Figure 1. Clock network drawn from the DEF (run 1).
Scale: 6 px per um.
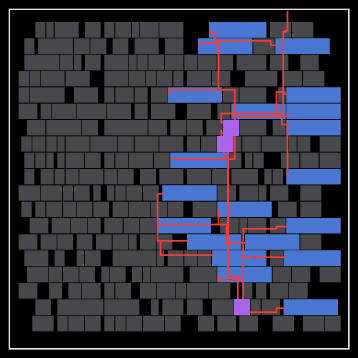
Figure 2. Signal wires on met4 (run 1).
Scale: 6 px per um. Supply wires on this layer in grey.
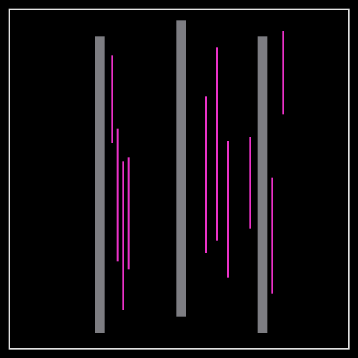
Figure 3. Cell area per tile (run 1).
Scale: 6 px per um. The die is cut into 11 by 11 equal tiles; dark blue is low, red is high, 0 to 100% covered.
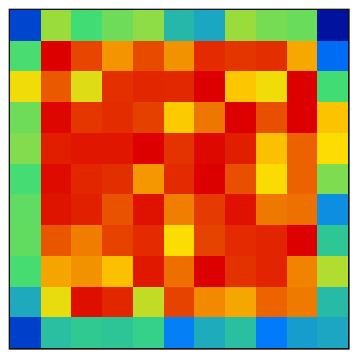
Figure 4. Port wiring (run 1).
Scale: 4 px per um.
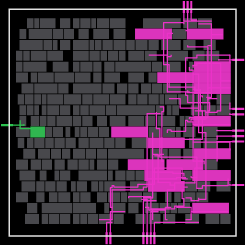
Design multicycle_controller_flat, sky130hd; sources not shown.
==> job_summary.md, run 1 <==
## Synthesis and layout report

| Metric | Value |
|---|---|
| Final setup vio count | `22` |
| Max_slew headroom | `0.734` |
| Failing checks | `negative setup slack` |
| EDFF count, synth | `0` |
| Clock-pin slew on the worst setup and hold paths | `0.11 ns` |
| Ys flop type | `dfrtp_1` |
| MUX share of area | `0.00812` |
| Nets@finish | `269` |
| Crit. End Element | `primary output` |
| Routability congestion estimate | `0.842` |
| Floorplan net count | `161` |
| Area leader share | `0.361` |
| Status | `finished with violations` |
| Synth Area in XOR/XNOR | `0.126` |
| Critical path's largest stage delay | `0.41 ns` |
| Die width | `56.3 um` |
| Tool Warnings | `28` |
| Via/cell ratio | `5.88` |
| Dominant comb cell | `simple AND/OR/NAND/NOR gates` |
| Number of global-route vias before repair | `1550` |
| Longest Clk Path Bufs | `2` |
| Initial antenna violation count | `0` |
| Final worst slack | `-0.271 ns` |
| Critical path arrival | `1.67 ns` |
Back to the opening pictures, Figure 1:
[red] clock wires | length: 238 um
[purple] clock-net drivers | count: 3
[blue] flip-flops | count: 20
routed clock nets: 4
Clk pwr share: 0.066
worst clock skew: 0.00265 ns

Back to the opening pictures, Figure 2:
share of all routed wire: 3.9%
main direction: vertical
wire length on this layer: 207 um
longest straight run: 32.0 um
nets with wire on the layer: 10
DR vias: 1693
Post-Route WL: 5.26 mm

Back to the opening pictures, Figure 3:
mean over tiles: 76%
fullest tile: 100%
densest ninth of the die: centre
tiles over 75% full: 63%
Starting Density: 0.499
post-route core utilization: 0.881
CORE AREA: 2780 sq um

Back to the opening pictures, Figure 4:
[green] bus_PCWrite | bits: 1 | direction: output | edge: left | end cells: 1 | buffers: 1 | wire: 8.00 um
[magenta] bus_instret | bits: 16 | direction: output | edge: 7 right, 6 bottom, 3 top | end cells: 16 | buffers: 16 | wire: 686 um
I/O Buffers: 41
Top Ports: 42

-- run 1: report_power, final --
part           internal, W  leakage, nW  switching, W
Sequential        0.000568        0.260      0.000158
Combinational      0.00133        0.866       0.00114
Clock            0.0000804       0.0138      0.000144
Total              0.00198         1.14       0.00144
-- run 1: cell usage in the layout, fill, tap and decap left out, types with 4 or more instances in the layout --
master,count
dfrtp_1,17
clkdlybuf4s50_1,20
buf_2,16
o21ai_0,5
o2111ai_1,6
buf_6,18
a21oi_1,5
dlygate4sd2_1,4
o21ai_1,4
o211ai_2,4
buf_4,51
xnor2_1,16
nor2_1,13
nand2_1,6
nor2b_1,6
-- run 1: timing repair --
item                       4_1_cts  5_1_grt
buffers inserted                21       14
gates resized                   90       29
setup endpoints to repair       18       33
pin swaps                        5       13
-- run 1: metrics by stage --
step	hold WS [ns]	total power [W]	setup WS [ns]
after global routing	0.380	0.00357	-0.308
after global placement	0.461	0.00241	-0.518
after detailed placement	0.467	0.00244	-0.548
after floorplan	0.0544	0.00153	0.149
after CTS	0.373	0.00295	-0.229
final	0.362	0.00342	-0.271
-- run 1: area by class of cell --
class | count | area [sq um]
Sequential cell | 20 | 504
Clock buffer | 3 | 22.5
Tap cell | 31 | 38.8
Fill cell | 130 | 332
Multi-Input combinational cell | 119 | 927
Timing Repair Buffer | 112 | 946
Inverter | 3 | 11.3
-- run 1: logic make-up after synthesis --
| kind of cell | count (synthesis) |
|---|---|
| AND-OR/OR-AND | 40 |
| XOR/XNOR | 20 |
| adder cells (fa/ha/maj) | 1 |
| buffers and inverters | 12 |
| flip-flops | 20 |
| multiplexers | 1 |
| AND/OR/NAND/NOR | 57 |
-- run 1: per-layer routing --
metal	track usage	part of all wire	vias to the layer above
li1	-	-	760
met1	0.344	0.38	813
met2	0.486	0.53	100
met3	0.00922	0.057	20
met4	0.139	0.039	0
met5	-	0	-
Figure 5. Routing congestion map (run 1).
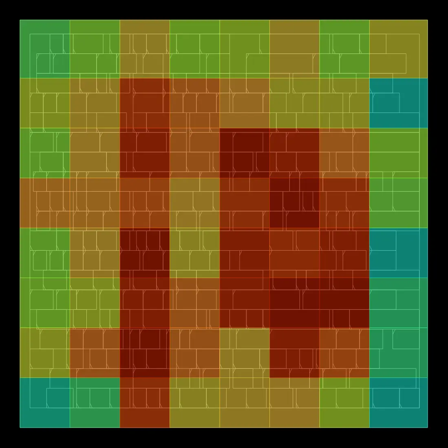

## Run 2: what changed since run 1
--- a/config.mk
+++ b/config.mk
@@ -9,6 +9,7 @@
 export CORE_UTILIZATION = 47
 export CTS_CLUSTER_DIAMETER = 120
 export DETAILED_ROUTE_END_ITERATION = 12
+export GPL_TIMING_DRIVEN = 0
 export MAX_ROUTING_LAYER = met4
 export PLACE_DENSITY_LB_ADDON = 0.05
 export SYNTH_ARGS = -nofsm -noshare
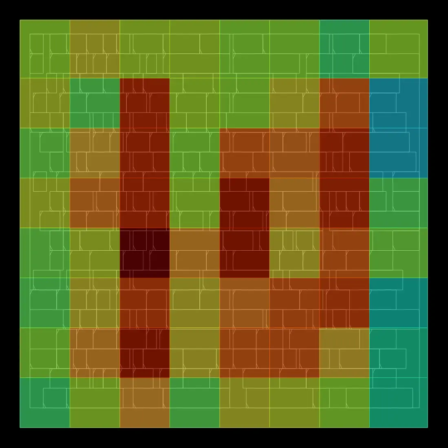
Figure 6: run 2, routing congestion map.
met1 Track Usage GR: 0.315
met3 Use GR: 0.0161
Routed WL per cell: 17.9 um

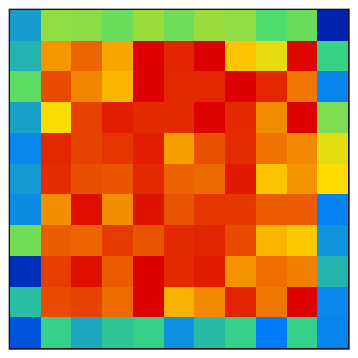
Figure 7: run 2, cell area per tile.
Scale: 6 px per um. The die is cut into 11 by 11 equal tiles; dark blue is low, red is high, 0 to 100% covered.
mean over tiles: 75%
fullest tile: 100%
tiles over 75% full: 66%
post-route core utilization: 0.870

==> job_summary.md, run 2 <==
## Synthesis and layout report

| Metric | Value |
|---|---|
| Clk pwr share | `0.082 (+0.016)` |
| Ys flop type | `dfrtp_1` |
| Worst clock skew | `0.00759 ns (+0.00495 ns)` |
| Area leader share | `0.361 (unchanged)` |
| Commonest Layout Cell | `buf_4` |
| Status | `finished with violations` |
| Clock-pin slew on the worst setup and hold paths | `0.13 ns (+0.02 ns)` |
| Crit. End Element | `primary output` |
| Number of global-route vias before repair | `1463 (-5.6%)` |
| Tool Warnings | `28 (unchanged)` |
| EDFF count, synth | `0 (unchanged)` |
| Floorplan net count | `161 (unchanged)` |
| Nets@finish | `241 (-10%)` |
| Failing checks | `negative setup slack` |
| I/O Buffers | `40 (-2.4%)` |
| CORE AREA | `2780 sq um (unchanged)` |
| Final worst slack | `-0.234 ns (+0.0365 ns)` |
| Worst slack, placed | `-0.674 ns (-0.126 ns)` |
| Most numerous logic cells after layout | `22 x buf_4, 20 x clkdlybuf4s50_1, 16 x buf_2, 16 x dfrtp_1, 15 x xnor2_1` |
| Final setup vio count | `15 (-32%)` |
| Starting Density | `0.499 (unchanged)` |
| Net Sw Frac | `0.421 (-0.000665)` |
| Die width | `56.3 um (unchanged)` |
| Critical path arrival | `1.63 ns (-0.04 ns)` |
| Worst hold margin | `0.321 ns (-0.0417 ns)` |
| Sw Pwr | `0.00144 W (-0.28%)` |
| Max_slew headroom | `0.732 (-0.00235)` |
| Flop pwr share | `0.210 (-0.002)` |
| Design internal power | `0.00198 W (about the same)` |
| CTS H-tree depth | `1` |
| Critical path's largest stage delay | `0.46 ns (+0.05 ns)` |
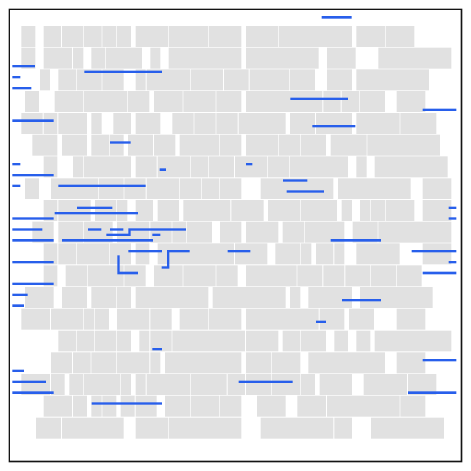
Figure 8: run 2, M3 wires.
Scale: 8 px per um.
wire length on this layer: 204 um
longest straight run: 11.0 um
nets with wire on the layer: 44
main direction: horizontal
DR vias: 1559
Post-Route WL: 4.66 mm

[run 2: through the flow]
step                TNS (ns)  power, W
floorplan                  0   0.00153
global placement       -8.69   0.00211
detailed placement     -8.99   0.00213
CTS                    -1.06   0.00300
global route           -2.30   0.00357
finish                 -1.49   0.00342
[run 2: power groups by stage]
stage,Clock [W],Combinational [W],Sequential [W]
6_report,0.000280,0.00242,0.000717
3_3_place_gp,0,0.00141,0.000705
2_1_floorplan,0,0.000818,0.000713
4_1_cts,0.000278,0.00202,0.000700
5_1_grt,0.000297,0.00255,0.000731
3_5_place_dp,0,0.00142,0.000710
[run 2: cells by family (layout without fill, tap and decap cells)]
family	count (synthesis)	count (layout)	share of synthesized area
compound gates	40	40	0.221
xor+xnor	20	20	0.126
fa+ha+maj	1	1	0.00902
buf+inv	12	91	0.0478
flops	20	20	0.361
mux	1	1	0.00811
simple gates	57	57	0.227
[run 2: layout make-up]
type | count | area (sq um) | share of cell area
clock buffers | 4 | 36.3 | 0.0150
well taps | 31 | 38.8 | 0.0160
flip-flops and latches | 20 | 505 | 0.209
multi-input cells | 119 | 1030 | 0.425
repair buffers | 75 | 657 | 0.272
plain buffers | 9 | 143 | 0.0590
inverters | 3 | 11.3 | 0.00466
[run 2: repair_timing]
action / CTS / global route
gates cloned: 0 / 1
endpoints found under the setup margin: 18 / 31
buffers inserted: 31 / 5
gates resized: 126 / 34
pin swaps: 18 / 8
[run 2: layer usage]
| layer | global-route usage | vias to the layer above | share of wire |
|---|---|---|---|
| met5 | - | - | 0 |
| met2 | 0.515 | 70 | 0.52 |
| li1 | - | 705 | - |
| met4 | 0.118 | 0 | 0.016 |
| met3 | 0.0161 | 11 | 0.044 |
| met1 | 0.315 | 773 | 0.42 |
[run 2: worst register-to-register path: stages, from the launching register on]
cell,delay [ns]
dfrtp_2,0.45
buf_6,0.15
nand3b_1,0.19
buf_4,0.15
buf_4,0.12
buf_4,0.12
buf_4,0.13
nor2_4,0.09
a31oi_1,0.04
o32ai_1,0.17
Power and IR drop assume default switching activity.
